## src/rtl/muldiv_stall_ctrl.sv

```systemverilog
// -----------------------------------------------------------------------------
// muldiv_stall_ctrl
//
// Pipeline stall controller for a multi-cycle multiplier / iterative divider.
// It issues a one-cycle start pulse when a mul/div instruction reaches EX,
// counts down the unit latency, freezes the front of the pipeline and the
// EX/MEM register while the unit works, and releases EX/MEM in the single
// DONE cycle so hi/lo are captured. It also folds the load-use hazard into
// the front-end stall and counts stalled cycles (saturating).
//
// Parameters
//   MUL_LAT      multiplier latency in cycles (1..31)
//   DIV_LAT      divider latency in cycles (1..63)
//
// Ports
//   clk          sole clock, rising edge
//   rst          synchronous, active-low reset
//   ex_valid     EX stage holds a valid instruction
//   ex_op[2:0]   001 mult, 010 multu, 011 div, 100 divu, anything else = none
//   lu_hazard    load-use hazard detected in ID
//   flush        pipeline flush; aborts any mul/div in flight
//   md_start     one-cycle start pulse to the mul/div unit
//   md_signed    signed operation, valid with md_start
//   md_is_div    1 = divider, 0 = multiplier, valid with md_start
//   md_abort     one-cycle abort pulse to the mul/div unit
//   md_busy      operation in flight (MUL or DIV state)
//   stall_front  freeze PC, IF/ID and ID/EX
//   id_ex_bubble zero the control bits of ID/EX
//   ex_mem_ena   EX/MEM register enable
//   md_done      result valid; EX/MEM captures hi/lo this cycle
//   stall_cnt    number of cycles with stall_front=1, saturating
// -----------------------------------------------------------------------------
module muldiv_stall_ctrl #(
  parameter int MUL_LAT = 4,
  parameter int DIV_LAT = 32
) (
  input  logic        clk,
  input  logic        rst,
  input  logic        ex_valid,
  input  logic [2:0]  ex_op,
  input  logic        lu_hazard,
  input  logic        flush,
  output logic        md_start,
  output logic        md_signed,
  output logic        md_is_div,
  output logic        md_abort,
  output logic        md_busy,
  output logic        stall_front,
  output logic        id_ex_bubble,
  output logic        ex_mem_ena,
  output logic        md_done,
  output logic [31:0] stall_cnt
);

  typedef enum logic [1:0] {
    IDLE = 2'd0,
    MUL  = 2'd1,
    DIV  = 2'd2,
    DONE = 2'd3
  } state_t;

  // The counter is loaded with LAT-1 in the start cycle; the busy state is
  // left when the decremented value would reach zero, so md_done lands
  // exactly LAT cycles after md_start.
  localparam logic [5:0] MUL_LOAD = 6'(MUL_LAT - 1);
  localparam logic [5:0] DIV_LOAD = 6'(DIV_LAT - 1);

  state_t      state_reg, state_next;
  logic [5:0]  cnt_reg, cnt_next;
  logic [31:0] stall_cnt_reg;

  logic op_mul, op_div, op_signed;
  logic start, busy, abort, md_stall, not_done;

  assign op_mul    = (ex_op == 3'b001) || (ex_op == 3'b010);
  assign op_div    = (ex_op == 3'b011) || (ex_op == 3'b100);
  assign op_signed = (ex_op == 3'b001) || (ex_op == 3'b011);

  always_comb begin
    state_next   = state_reg;
    cnt_next     = cnt_reg;
    start        = 1'b0;
    busy         = 1'b0;
    abort        = 1'b0;
    md_stall     = 1'b0;
    not_done     = 1'b1;
    md_start     = 1'b0;
    md_signed    = 1'b0;
    md_is_div    = 1'b0;
    md_abort     = 1'b0;
    md_busy      = 1'b0;
    md_done      = 1'b0;
    stall_front  = 1'b0;
    id_ex_bubble = 1'b0;
    ex_mem_ena   = 1'b1;

    start    = ex_valid && (op_mul || op_div) && (state_reg == IDLE) && !flush;
    busy     = (state_reg == MUL) || (state_reg == DIV);
    abort    = busy && flush;
    not_done = (state_reg != DONE);
    // A flush during an operation drops the mul/div stall in that same cycle.
    md_stall = start || (busy && !flush);

    case (state_reg)
      IDLE: begin
        if (start) begin
          if (op_div) begin
            cnt_next   = DIV_LOAD;
            state_next = (DIV_LOAD == 6'd0) ? DONE : DIV;
          end else begin
            cnt_next   = MUL_LOAD;
            state_next = (MUL_LOAD == 6'd0) ? DONE : MUL;
          end
        end
      end
      MUL, DIV: begin
        if (flush) begin
          cnt_next   = 6'd0;
          state_next = IDLE;
        end else if (cnt_reg <= 6'd1) begin
          cnt_next   = 6'd0;
          state_next = DONE;
        end else begin
          cnt_next   = cnt_reg - 6'd1;
        end
      end
      DONE: begin
        state_next = IDLE;
      end
      default: begin
        state_next = IDLE;
        cnt_next   = 6'd0;
      end
    endcase

    md_start     = start;
    md_signed    = start && op_signed;
    md_is_div    = start && op_div;
    md_abort     = abort;
    md_busy      = busy;
    md_done      = (state_reg == DONE);
    ex_mem_ena   = !md_stall;
    // Load-use is ignored in DONE: the instruction behind the mul/div is
    // re-evaluated once the pipeline moves again. An abort cycle releases
    // every stall so the flush can propagate.
    stall_front  = md_stall || (lu_hazard && not_done && !abort);
    id_ex_bubble = lu_hazard && !md_stall && not_done && !flush;
  end

  always_ff @(posedge clk) begin
    if (!rst) begin
      state_reg <= IDLE;
      cnt_reg   <= 6'd0;
    end else begin
      state_reg <= state_next;
      cnt_reg   <= cnt_next;
    end
  end

  always_ff @(posedge clk) begin
    if (!rst) begin
      stall_cnt_reg <= 32'd0;
    end else if (stall_front && (stall_cnt_reg != 32'hFFFF_FFFF)) begin
      stall_cnt_reg <= stall_cnt_reg + 32'd1;
    end
  end

  assign stall_cnt = stall_cnt_reg;

endmodule

```

## config.mk

```make
export PLATFORM = sky130hd
export DESIGN_NAME = muldiv_stall_ctrl
export DESIGN_NICKNAME = d
export VERILOG_FILES = /design/src/rtl/muldiv_stall_ctrl.sv
export SDC_FILE = /design/constraint.sdc
export NUM_CORES = 1
export LEC_CHECK = 0
export ABC_AREA = 1
export CAP_MARGIN = 30
export CORE_MARGIN = 5
export CORE_UTILIZATION = 41
export DETAILED_ROUTE_END_ITERATION = 10
export PLACE_DENSITY = 0.65
export SLEW_MARGIN = 5
export SYNTH_ARGS = -nofsm -noshare
export SYNTH_HDL_FRONTEND = slang
export SYNTH_SLANG_ARGS = --single-unit
```

## constraint.sdc

```tcl
create_clock -name clk -period 2.3 [get_ports clk]
set_clock_uncertainty 0.2 [all_clocks]
set_input_delay 0.46 -clock clk [delete_from_list [all_inputs] [get_ports clk]]
set_output_delay 0.46 -clock clk [all_outputs]
set_load 0.01 [all_outputs]
```

Run 1, placement by cell class:
Fill, decap, tap and diode cells in grey.
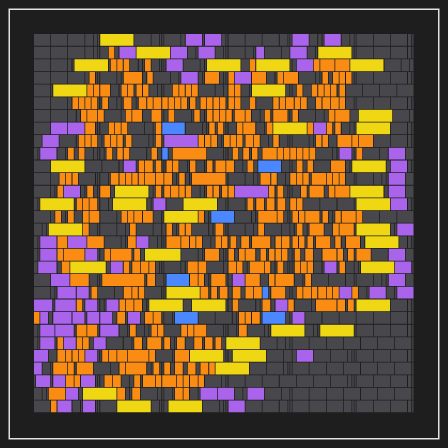
| colour | class | cells | share of their area |
|---|---|---|---|
| purple | remaining buffers and delay cells | 80 | 21% |
| orange | remaining logic cells | 391 | 54% |
| yellow | registers | 40 | 23% |
| blue | clock drivers and dummy loads | 8 | 2.5% |
num rows: 30
core footprint: 6680 sq um

Run 1, cell outlines without signal wires:
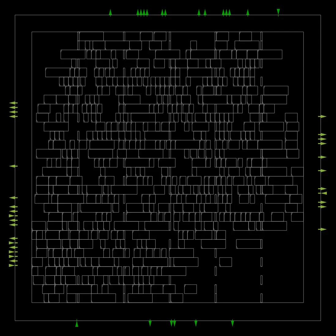
non-filler cells, final: 599
final design utilization: 54.8%
flip-flops: 40
fillers: 678
Seq/total area: 21.9%

Run 1, where the registers sit:
Other cells in grey.
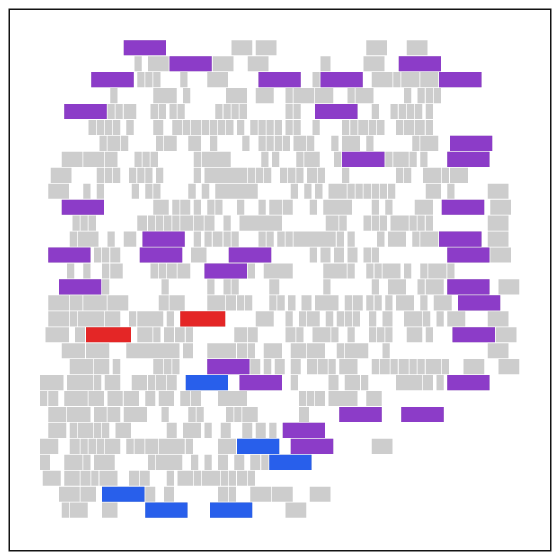
| colour | name in the netlist | sequential cells |
|---|---|---|
| blue | `cnt_reg` | 6 |
| red | `state_reg` | 2 |
| purple | `stall_cnt` | 32 |

==> results.json, run 1 <==
{
  "rsz0062_at_grt": "yes",
  "crit_chain": "inv_2 > ha_4 > nand2_2 > nor2_2 > nand3_2 > buf_6 > nand2_4 > inv_2 > nand4_1 > inv_1 > buf_6",
  "antenna_found_initial": 0,
  "num_vias": 2954,
  "p_leak_nw": 1.48,
  "crit_path_max_fanout": 4,
  "p_int_mw": 1.70,
  "die_w_microns": 92.1,
  "pwr-share-comb_pct": 53.5,
  "grt_use_met2_pct": 29.6,
  "wl_microns": 7430,
  "port_buffers": 48,
  "pg_seq_mw": 0.843,
  "crit_slowest_cell": "dfxtp_2",
  "power.density_nw_per_um2": 785,
  "die-area_sq_um": 8490,
  "required_ns": 1.64,
  "run_status": "finished, final reports clean",
  "drive_gt1_share_pct": 15.8,
  "swShare_pct": 40.7,
  "cts_buffers": 5
}
==> run 1 -> run 2 <==
--- a/config.mk
+++ b/config.mk
@@ -10,6 +10,7 @@
 export CORE_MARGIN = 5
 export CORE_UTILIZATION = 41
 export DETAILED_ROUTE_END_ITERATION = 10
+export GPL_ROUTABILITY_DRIVEN = 0
 export PLACE_DENSITY = 0.65
 export SLEW_MARGIN = 5
 export SYNTH_ARGS = -nofsm -noshare
Run 2, wiring heat map:
The bar under the picture is 20 microns long. The die is cut into 18 by 18 equal tiles; black is low, pale yellow is high, scaled to the fullest tile. Values are wire area over tile area, all layers added.
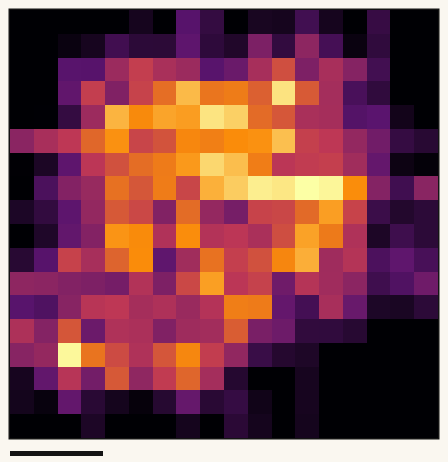
densest ninth of the die: centre
emptiest ninth of the die: south-east
fullest tile: 0.44
tiles over half the peak: 28%
mean over tiles: 0.14

==> results.json, run 2 <==
{
  "pwr-share-comb_pct": 51.1,
  "run_status": "finished, final reports clean",
  "sh_seq_area_pct": 21.8,
  "ff_count": 40,
  "swShare_pct": 39.8,
  "drive_gt1_share_pct": 15.6,
  "rsz0062_at_grt": "no",
  "crit_arrival_ns": 1.54,
  "crit_path_max_fanout": 6,
  "yosys_cells": 443,
  "crit_slowest_cell": "dfxtp_2",
  "num_vias": 2935,
  "antenna_found_initial": 0,
  "start_kind": "register",
  "required_ns": 1.64,
  "coreArea_sq_um": 6680,
  "cts_buffers": 5,
  "synth-async-reset-ratio_pct": 0,
  "edf_count": 0,
  "port_buffers": 48,
  "pg_seq_mw": 0.844,
  "grt_use_met2_pct": 29.0,
  "fillers": 693,
  "power.density_nw_per_um2": 832,
  "fin_cells": 600,
  "p_leak_nw": 1.49,
  "post-route-util_pct": 55.1,
  "crit_chain": "inv_2 > ha_4 > nand2_4 > nor2_4 > nand3_4 > buf_4 > inv_1 > clkdlybuf4s15_1",
  "avgSynthCellArea_sq_um": 6.24,
  "row_count": 30,
  "p_int_mw": 1.84
}
Power is estimated from default activity; no workload was simulated.
